[src/rtl/t_bird.sv]
// t_bird: Thunderbird-style tail-light sequencer.
// Three active-low buttons (left, right, hazard) are synchronized and drive a
// stepped chase on three LEDs per side, or an all-LED hazard flash. The state
// machine advances only on a divided step tick, and the LED flops are loaded
// from the decode of the next state so lamps change on the same edge as state.
module t_bird #(
  parameter int unsigned STEP_CYCLES = 4
) (
  input  logic clock,
  input  logic reset,
  input  logic right_button,
  input  logic left_button,
  input  logic hazard_button,
  output logic right_led1,
  output logic right_led2,
  output logic right_led3,
  output logic left_led1,
  output logic left_led2,
  output logic left_led3
);

  localparam int unsigned CNT_W = (STEP_CYCLES > 2) ? $clog2(STEP_CYCLES) : 1;
  localparam logic [CNT_W-1:0] CNT_LAST = CNT_W'(STEP_CYCLES - 1);

  typedef enum logic [2:0] {
    ST_IDLE = 3'd0,
    ST_L1   = 3'd1,
    ST_L2   = 3'd2,
    ST_L3   = 3'd3,
    ST_R1   = 3'd4,
    ST_R2   = 3'd5,
    ST_R3   = 3'd6,
    ST_HAZ  = 3'd7
  } state_t;

  // Two-stage synchronizers; bit 1 is the settled, metastability-free stage.
  logic [1:0]       left_sync_q;
  logic [1:0]       right_sync_q;
  logic [1:0]       hazard_sync_q;

  logic             req_l_s;
  logic             req_r_s;
  logic             req_h_s;

  logic [CNT_W-1:0] step_cnt_q;
  logic [CNT_W-1:0] step_cnt_d;
  logic             tick_s;

  state_t           state_q;
  state_t           state_d;
  logic [2:0]       left_led_q;
  logic [2:0]       left_led_d;
  logic [2:0]       right_led_q;
  logic [2:0]       right_led_d;

  // Button synchronizers; reset value is "released" so no phantom request.
  always_ff @(posedge clock or negedge reset) begin
    if (!reset) begin
      left_sync_q   <= 2'b11;
      right_sync_q  <= 2'b11;
      hazard_sync_q <= 2'b11;
    end else begin
      left_sync_q   <= {left_sync_q[0], left_button};
      right_sync_q  <= {right_sync_q[0], right_button};
      hazard_sync_q <= {hazard_sync_q[0], hazard_button};
    end
  end

  // Buttons are active-low; requests are active-high.
  assign req_l_s = ~left_sync_q[1];
  assign req_r_s = ~right_sync_q[1];
  assign req_h_s = ~hazard_sync_q[1];

  // Step tick fires on the last count, so the first tick is STEP_CYCLES after reset.
  always_comb begin
    tick_s     = (step_cnt_q == CNT_LAST);
    step_cnt_d = step_cnt_q + CNT_W'(1);
    if (tick_s) begin
      step_cnt_d = {CNT_W{1'b0}};
    end else begin
      step_cnt_d = step_cnt_q + CNT_W'(1);
    end
  end

  // Free-running step counter.
  always_ff @(posedge clock or negedge reset) begin
    if (!reset) begin
      step_cnt_q <= {CNT_W{1'b0}};
    end else begin
      step_cnt_q <= step_cnt_d;
    end
  end

  // Next-state logic; hazard wins over any chase, opposite direction waits for IDLE.
  always_comb begin
    state_d = state_q;
    if (tick_s) begin
      case (state_q)
        ST_IDLE: begin
          if (req_h_s || (req_l_s && req_r_s)) begin
            state_d = ST_HAZ;
          end else if (req_l_s) begin
            state_d = ST_L1;
          end else if (req_r_s) begin
            state_d = ST_R1;
          end else begin
            state_d = ST_IDLE;
          end
        end
        ST_L1:   state_d = req_h_s ? ST_HAZ : ST_L2;
        ST_L2:   state_d = req_h_s ? ST_HAZ : ST_L3;
        ST_L3:   state_d = req_h_s ? ST_HAZ : ST_IDLE;
        ST_R1:   state_d = req_h_s ? ST_HAZ : ST_R2;
        ST_R2:   state_d = req_h_s ? ST_HAZ : ST_R3;
        ST_R3:   state_d = req_h_s ? ST_HAZ : ST_IDLE;
        ST_HAZ:  state_d = ST_IDLE;
        default: state_d = ST_IDLE;
      endcase
    end else begin
      state_d = state_q;
    end
  end

  // LED pattern for the state being entered, so lamps track the state register.
  always_comb begin
    left_led_d  = 3'b000;
    right_led_d = 3'b000;
    case (state_d)
      ST_L1:  left_led_d  = 3'b001;
      ST_L2:  left_led_d  = 3'b011;
      ST_L3:  left_led_d  = 3'b111;
      ST_R1:  right_led_d = 3'b001;
      ST_R2:  right_led_d = 3'b011;
      ST_R3:  right_led_d = 3'b111;
      ST_HAZ: begin
        left_led_d  = 3'b111;
        right_led_d = 3'b111;
      end
      default: begin
        left_led_d  = 3'b000;
        right_led_d = 3'b000;
      end
    endcase
  end

  // Sequencer state and registered lamp outputs.
  always_ff @(posedge clock or negedge reset) begin
    if (!reset) begin
      state_q     <= ST_IDLE;
      left_led_q  <= 3'b000;
      right_led_q <= 3'b000;
    end else begin
      state_q     <= state_d;
      left_led_q  <= left_led_d;
      right_led_q <= right_led_d;
    end
  end

  assign left_led1  = left_led_q[0];
  assign left_led2  = left_led_q[1];
  assign left_led3  = left_led_q[2];
  assign right_led1 = right_led_q[0];
  assign right_led2 = right_led_q[1];
  assign right_led3 = right_led_q[2];

endmodule

[config.mk]
export PLATFORM = sky130hd
export DESIGN_NAME = t_bird
export DESIGN_NICKNAME = d
export VERILOG_FILES = /design/src/rtl/t_bird.sv
export SDC_FILE = /design/constraint.sdc
export NUM_CORES = 1
export LEC_CHECK = 0
export CELL_PAD_IN_SITES_DETAIL_PLACEMENT = 2
export CELL_PAD_IN_SITES_GLOBAL_PLACEMENT = 2
export CORE_AREA = 2 2 48 50
export CTS_CLUSTER_DIAMETER = 100
export DETAILED_ROUTE_END_ITERATION = 8
export DIE_AREA = 0 0 50 52
export PLACE_DENSITY = 0.72
export SLEW_MARGIN = 20
export SYNTH_ARGS = -nofsm -noshare
export SYNTH_HDL_FRONTEND = slang
export SYNTH_SLANG_ARGS = --single-unit
[constraint.sdc]
create_clock -name clock -period 2.3 [get_ports clock]
set_clock_uncertainty 0.15 [all_clocks]
set_input_delay 0.69 -clock clock [delete_from_list [all_inputs] [get_ports clock]]
set_output_delay 0.69 -clock clock [all_outputs]
set_load 0.03 [all_outputs]
==> qor.log, run 1 <==
INFO  status         status=completed
INFO  flow_run       count_of_max_cap_constraint_violations=0
INFO  layout         logic_area=198um^2
INFO  synth          top_area_cell=dfrtp_1
INFO  cts            clk-insertion-delay-late=0.28ns
INFO  hold_path      holdCritStartpoint=hazard_sync_q[0]
INFO  final_timing   finalClockPeriodUsage=93.1%
INFO  critical_path  r2r_start=step_cnt_q[0]
INFO  critical_path  worst_setup_path_class=reg -> out
INFO  drt            postRouteAntennaNets=0
INFO  layout         stdcell_count=92
INFO  critical_path  slowest_delay=0.67ns
INFO  synth          yosys.stat.chipArea=657um^2
INFO  global_routing number_of_antenna_violations_at_the_first_check_in_global_routing=0
INFO  critical_path  worst-endpoint-arrival=1.30ns
INFO  final_timing   rel_slew_slack=68.5%
INFO  place          detailed_place.area=788um^2
INFO  final_timing   tightest_slew=0.473ns
INFO  drt            detailroute.wirelength.met3=23um
INFO  final_timing   unrepaired_setup_endpoints_after_global_routing=no
INFO  critical_path  family_of_cells_with_the_greatest_summed_delay_on_the_critical_path=buffers and inverters
INFO  synth          yosysTopAreaCellShare=41.9%
INFO  floorplanning  die-width=50um
INFO  floorplanning  core_util_floorplan=31.2%
INFO  critical_path  critical_path_peak_fanout=1
-- run 1: layer usage --
| metal | global-route usage, % | up-vias |
|---|---|---|
| met4 | 8.33 | 0 |
| li1 | - | 196 |
| met2 | 20.0 | 7 |
| met1 | 13.4 | 203 |
| met5 | 0 | - |
| met3 | 2.01 | 4 |
-- run 1: state kept, by name, indices dropped and copies added, names as in the netlist --
signal and count:
right_sync_q 2, state_q 3, left_led_q 3, right_led_q 3, left_sync_q 2, hazard_sync_q 2, step_cnt_q 2
-- run 1: cells in the mapped netlist (all sizes together), types with 2 or more instances --
library cell and n:
nand2b 2, dfrtp 11, inv 4, a21oi 5
nand2 5, dfstp 6, nor2 5
-- run 1: worst reg2reg max path: stages (launching register included) --
cell and delay [ns]:
dfrtp_1 0.36, ha_1 0.37, or3b_1 0.41, a21oi_2 0.16, a221oi_2 0.08, maj3_2 0.33
-- run 1: cell families (layout without fill, tap and decap cells) --
kind of cell | after synthesis | count (layout)
compound gates | 9 | 9
buf+inv | 5 | 19
flops | 17 | 17
fa+ha+maj | 2 | 2
simple gates | 17 | 17
-- run 1: report_power, final --
| part | total, mW | internal, mW | switching, mW | leakage (nW) |
|---|---|---|---|---|
| sequential | 0.456 | 0.386 | 0.0705 | 0.193 |
| clock | 0.153 | 0.0674 | 0.0860 | 0.0150 |
| combinational | 0.410 | 0.179 | 0.231 | 0.131 |
-- run 1: worst paths after layout --
path / cells after the start / slack, ns / to
max in group asynchronous: 2 / 1.18 / right_sync_q[1]
setup reg to reg: 5 / 0.32 / left_led_q[0]
hold reg to reg: 0 / 0.21 / hazard_sync_q[1]
setup / recovery: 1 / 0.16 / left_led1
min in group asynchronous: 2 / 0.58 / step_cnt_q[1]
hold / removal: 0 / 0.21 / hazard_sync_q[1]
-- run 1: through the flow --
| step | hold WS (ns) | setup slack (ns) |
|---|---|---|
| detailed placement | 0.198 | 0.341 |
| global placement | 0.196 | 0.431 |
| floorplan | 0.195 | 0.554 |
| CTS | 0.211 | 0.143 |
| finish | 0.211 | 0.158 |
| global route | 0.219 | 0.114 |
-- run 1: layout make-up --
type	count	area share, %
Sequential cell	17	53.1
Multi-Input combinational cell	28	24.3
Timing Repair Buffer	11	13.2
Tap cell	28	4.30
Clock buffer	4	3.23
Inverter	4	1.84
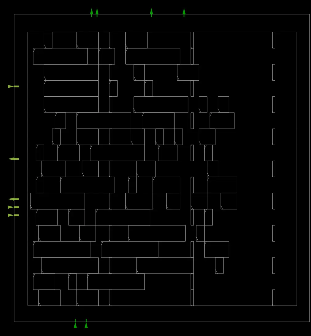
Figure 1: run 1, cell outlines without signal wires.
flop count: 17
Core Util, Final: 38.7%

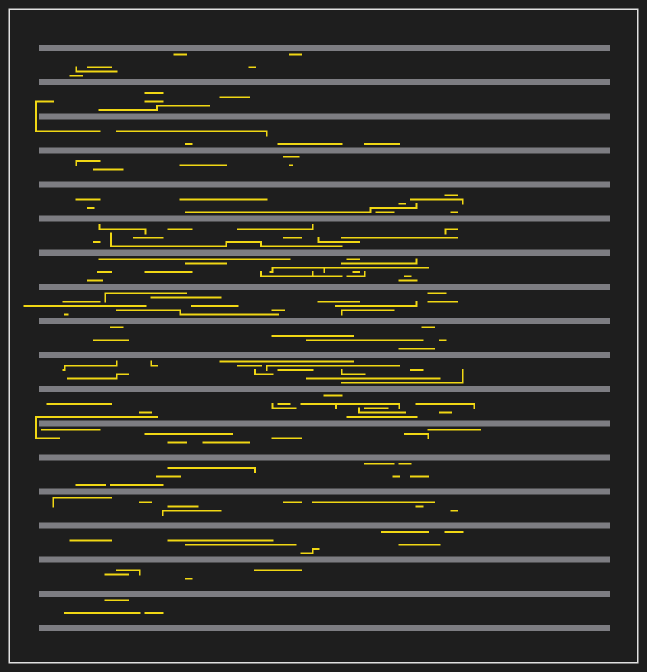
Figure 2: run 1, signal wires on met1.
Supply wires on this layer in grey.
The layer holds 42% of the routed length. The wires run mostly horizontal. The longest straight run is 15.2 um. 59 nets have wire on it.

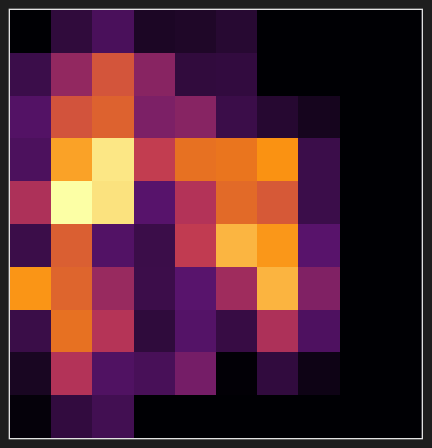
Figure 3: run 1, signal metal coverage by tile.
The die is cut into 10 by 10 equal tiles; black is low, pale yellow is high, scaled to the fullest tile. Values are wire area over tile area, all layers added.
The fullest tile reaches 0.29. 21% of the tiles are over half the peak. 32% of the tiles are nearly empty. The mean over all tiles is 0.074. The emptiest ninth of the die: top right.
post-detailed-routing wire length: 1250 um
global-route usage over all layers: 11.8%
via count: 410
post-detailed-route wirelength per cell: 13.6 um

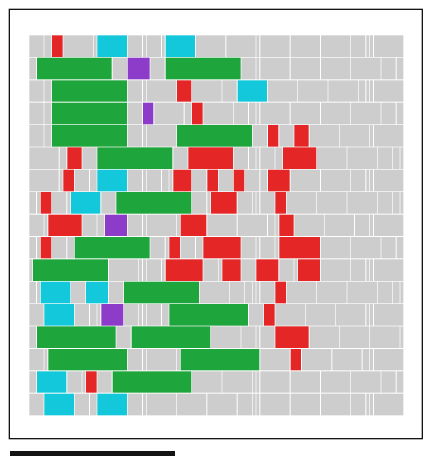
Figure 4: run 1, cells coloured by class.
The bar under the picture is 20 um long. Fill, decap, tap and diode cells in grey.
other buffers and delay cells: marked cyan, cells 11, share of their area 14%. all other logic: marked red, cells 32, share of their area 27%. clock drivers and dummy loads: marked purple, cells 4, share of their area 3.4%. flip-flops: marked green, cells 17, share of their area 56%.
Core ar.: 0.00211 mm^2
number of standard-cell rows in the floorplan: 17

==> run 2, diff against run 1 <==
--- a/config.mk
+++ b/config.mk
@@ -12,6 +12,7 @@
 export DETAILED_ROUTE_END_ITERATION = 8
 export DIE_AREA = 0 0 50 52
 export PLACE_DENSITY = 0.72
+export RECOVER_POWER = 100
 export SLEW_MARGIN = 20
 export SYNTH_ARGS = -nofsm -noshare
 export SYNTH_HDL_FRONTEND = slang
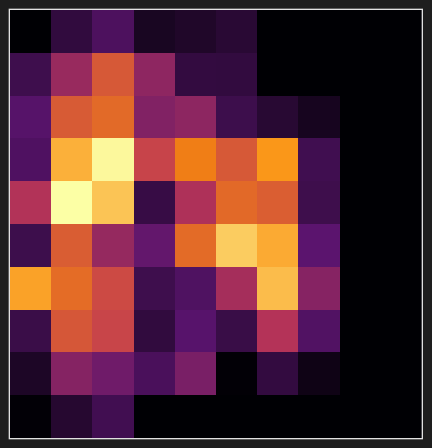
Figure 5: run 2, signal metal coverage by tile.
The die is cut into 10 by 10 equal tiles; black is low, pale yellow is high, scaled to the fullest tile. Values are wire area over tile area, all layers added.
The emptiest ninth of the die: top right. The mean over all tiles is 0.073. 23% of the tiles are over half the peak. The fullest tile reaches 0.28. 32% of the tiles are nearly empty.

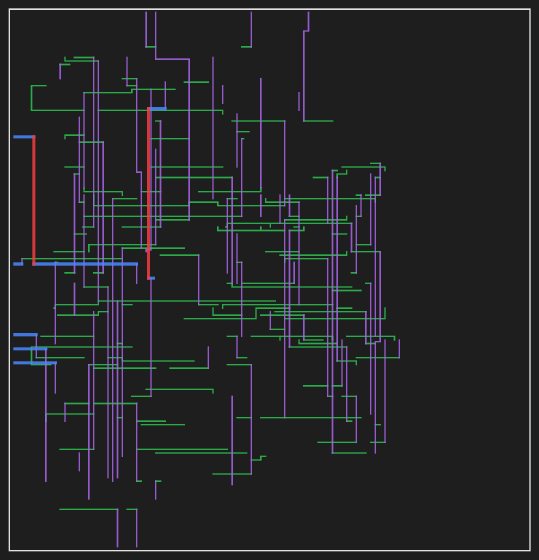
Figure 6: run 2, metal layers overlaid.
met3: marked blue, wire length 23.2 um. met2: marked purple, wire length 679 um. met4: marked red, wire length 28.6 um. met1: marked green, wire length 515 um.

==> run 2 against run 1 <==
Wire length decreased by 0.48%; count of clock-buffer cells in the layout unchanged; global-route usage unchanged; synthesized cell count unchanged; setup slack got worse by 0.043 ns; sequential share of layout area increased by 1.3 points; sequential cell count unchanged; critical path type unchanged; critical endpoint is now right_led3; largest power group unchanged; highest routed layer unchanged.
==> qor.log, run 2 <==
INFO  pwr            total_switching_power=381uW [-1.7%]
INFO  status         status=completed
INFO  critical_path  worst-endpoint-arrival=1.35ns [+0.05 ns]
INFO  synth          yosys.stat.chipArea=657um^2 [unchanged]
INFO  critical_path  reg2regPathDepth=5 [unchanged]
INFO  floorplanning  design.core.area=0.00211mm^2 [unchanged]
INFO  cts            tritoncts=done
INFO  floorplanning  core_util_floorplan=31.2% [unchanged]
INFO  global_routing global_route.peak_usage_layer=met2
INFO  critical_path  rrSetupSlack=0.23ns [-0.09 ns]
INFO  global_routing grt.met2_usage=20.0% [unchanged]
INFO  pwr            power_frac_seq=45.9% [+1.1 points]
INFO  final_timing   rel_slew_slack=44.3% [-24 points]
INFO  hold_path      min_to=hazard_sync_q[1]
INFO  synth          synth_area=657um^2
INFO  drt            postRouteAntennaNets=0 [unchanged]
INFO  layout         stdcell_count=92 [unchanged]
INFO  synth          top_area_cell=dfrtp_1
INFO  hold_path      worst_hold_path_stage_count=0 [unchanged]
INFO  final_timing   tightest_slew=0.836ns [+0.363 ns]
INFO  hold_path      holdCritStartpoint=hazard_sync_q[0]
INFO  critical_path  r2r_start=step_cnt_q[0]
INFO  global_routing number_of_antenna_violations_at_the_first_check_in_global_routing=0 [unchanged]
INFO  pwr            p_comb_share=38.6% [-1.6 points]
INFO  flow_run       count_of_max_cap_constraint_violations=0 [unchanged]
INFO  layout         largest_registers=left_led_q (3), right_led_q (3), state_q (3)
INFO  critical_path  critical_path_peak_fanout=1 [unchanged]
INFO  drt            dr_total_vias=409 [-0.24%]
INFO  cts            clk-insertion-delay-late=0.28ns [about the same]
INFO  pwr            clockPowerShare=15.5% [+0.5 points]
INFO  critical_path  worst_setup_path_class=reg -> out
INFO  synth          yosysTopAreaCellShare=41.9% [unchanged]
INFO  final_timing   hold-worst-slack=0.210ns [-0.000412 ns]
INFO  synth          post_synth_inst_count=50
INFO  global_routing met3_usage=2.01% [unchanged]
INFO  place          detailed_place.area=788um^2 [unchanged]
INFO  final_timing   finalClockPeriodUsage=95.0% [+1.9 points]
INFO  critical_path  slowest_delay=0.73ns [+0.06 ns]
INFO  drt            wl_per_cell=13.5um [-0.48%]
INFO  floorplanning  die-width=50um [unchanged]
INFO  final_timing   unrepaired_setup_endpoints_after_global_routing=no
INFO  global_routing global_route.usage.met1=13.4% [unchanged]
INFO  pwr            power_per_cell_area=1240mW/mm^2
INFO  final_timing   fin_tns_setup=0ns
INFO  synth          synthTopCellsByCount=11 x dfrtp_1, 6 x dfstp_2, 5 x nand2_1, 5 x nor2_1
INFO  critical_path  family_of_cells_with_the_greatest_summed_delay_on_the_critical_path=buffers and inverters
[run 2: how the worst max path moves through the flow]
stage | startpoint | to | slack [ns] | cells after the start
global route | right_led_q[2] | right_led3 | 0.06 | 1
global placement | step_cnt_q[0] | left_led_q[0] | 0.43 | 5
detailed placement | step_cnt_q[0] | left_led_q[0] | 0.34 | 5
CTS | right_led_q[1] | right_led2 | 0.14 | 1
floorplan | step_cnt_q[0] | left_led_q[0] | 0.55 | 6
finish | right_led_q[2] | right_led3 | 0.11 | 1
[run 2: metal layers]
layer  wire length, um  vias to the layer above  share of wire [%]
met5                 0                        -                  0
met4                28                        0                2.2
met3                23                        4                1.8
met2               678                        7                 54
met1               515                      203                 41
li1                  -                      195                  -
[run 2: cells by family after synthesis]
kind of cell | count (synthesis) | share of synthesized area, %
compound gates | 9 | 10.9
fa+ha+maj | 2 | 3.62
buf+inv | 5 | 4.00
flops | 17 | 65.9
simple gates | 17 | 15.6
[run 2: cell type report]
type	count	area [um^2]	area share (%)
flip-flops and latches	17	433	54.4
multi-input cells	28	183	23.0
repair buffers	11	104	13.1
well taps	28	35.0	4.40
clock buffers	4	26.3	3.30
inverters	4	15.0	1.89
[run 2: stage by stage]
stage | util (%) | worst slack, ns
floorplan | - | 0.554
global placement | 37.4 | 0.431
detailed placement | 37.4 | 0.341
CTS | 38.7 | 0.143
global route | 37.8 | 0.0642
finish | 37.8 | 0.115
[run 2: worst register-to-register path, cell delays in order (launching register included)]
cell and delay, ns:
dfrtp_1 0.39, ha_1 0.33, o21a_1 0.16, o211ai_1 0.45
inv_1 0.12, maj3_1 0.35
[run 2: power by group through the flow]
stage	Clock (mW)	Combinational (mW)	Sequential (mW)
after floorplan	0	0.151	0.547
final	0.153	0.380	0.452
after CTS	0.158	0.418	0.457
after global placement	0	0.400	0.457
after global routing	0.171	0.421	0.463
after detailed placement	0	0.409	0.463
Power is estimated from default activity; no workload was simulated.
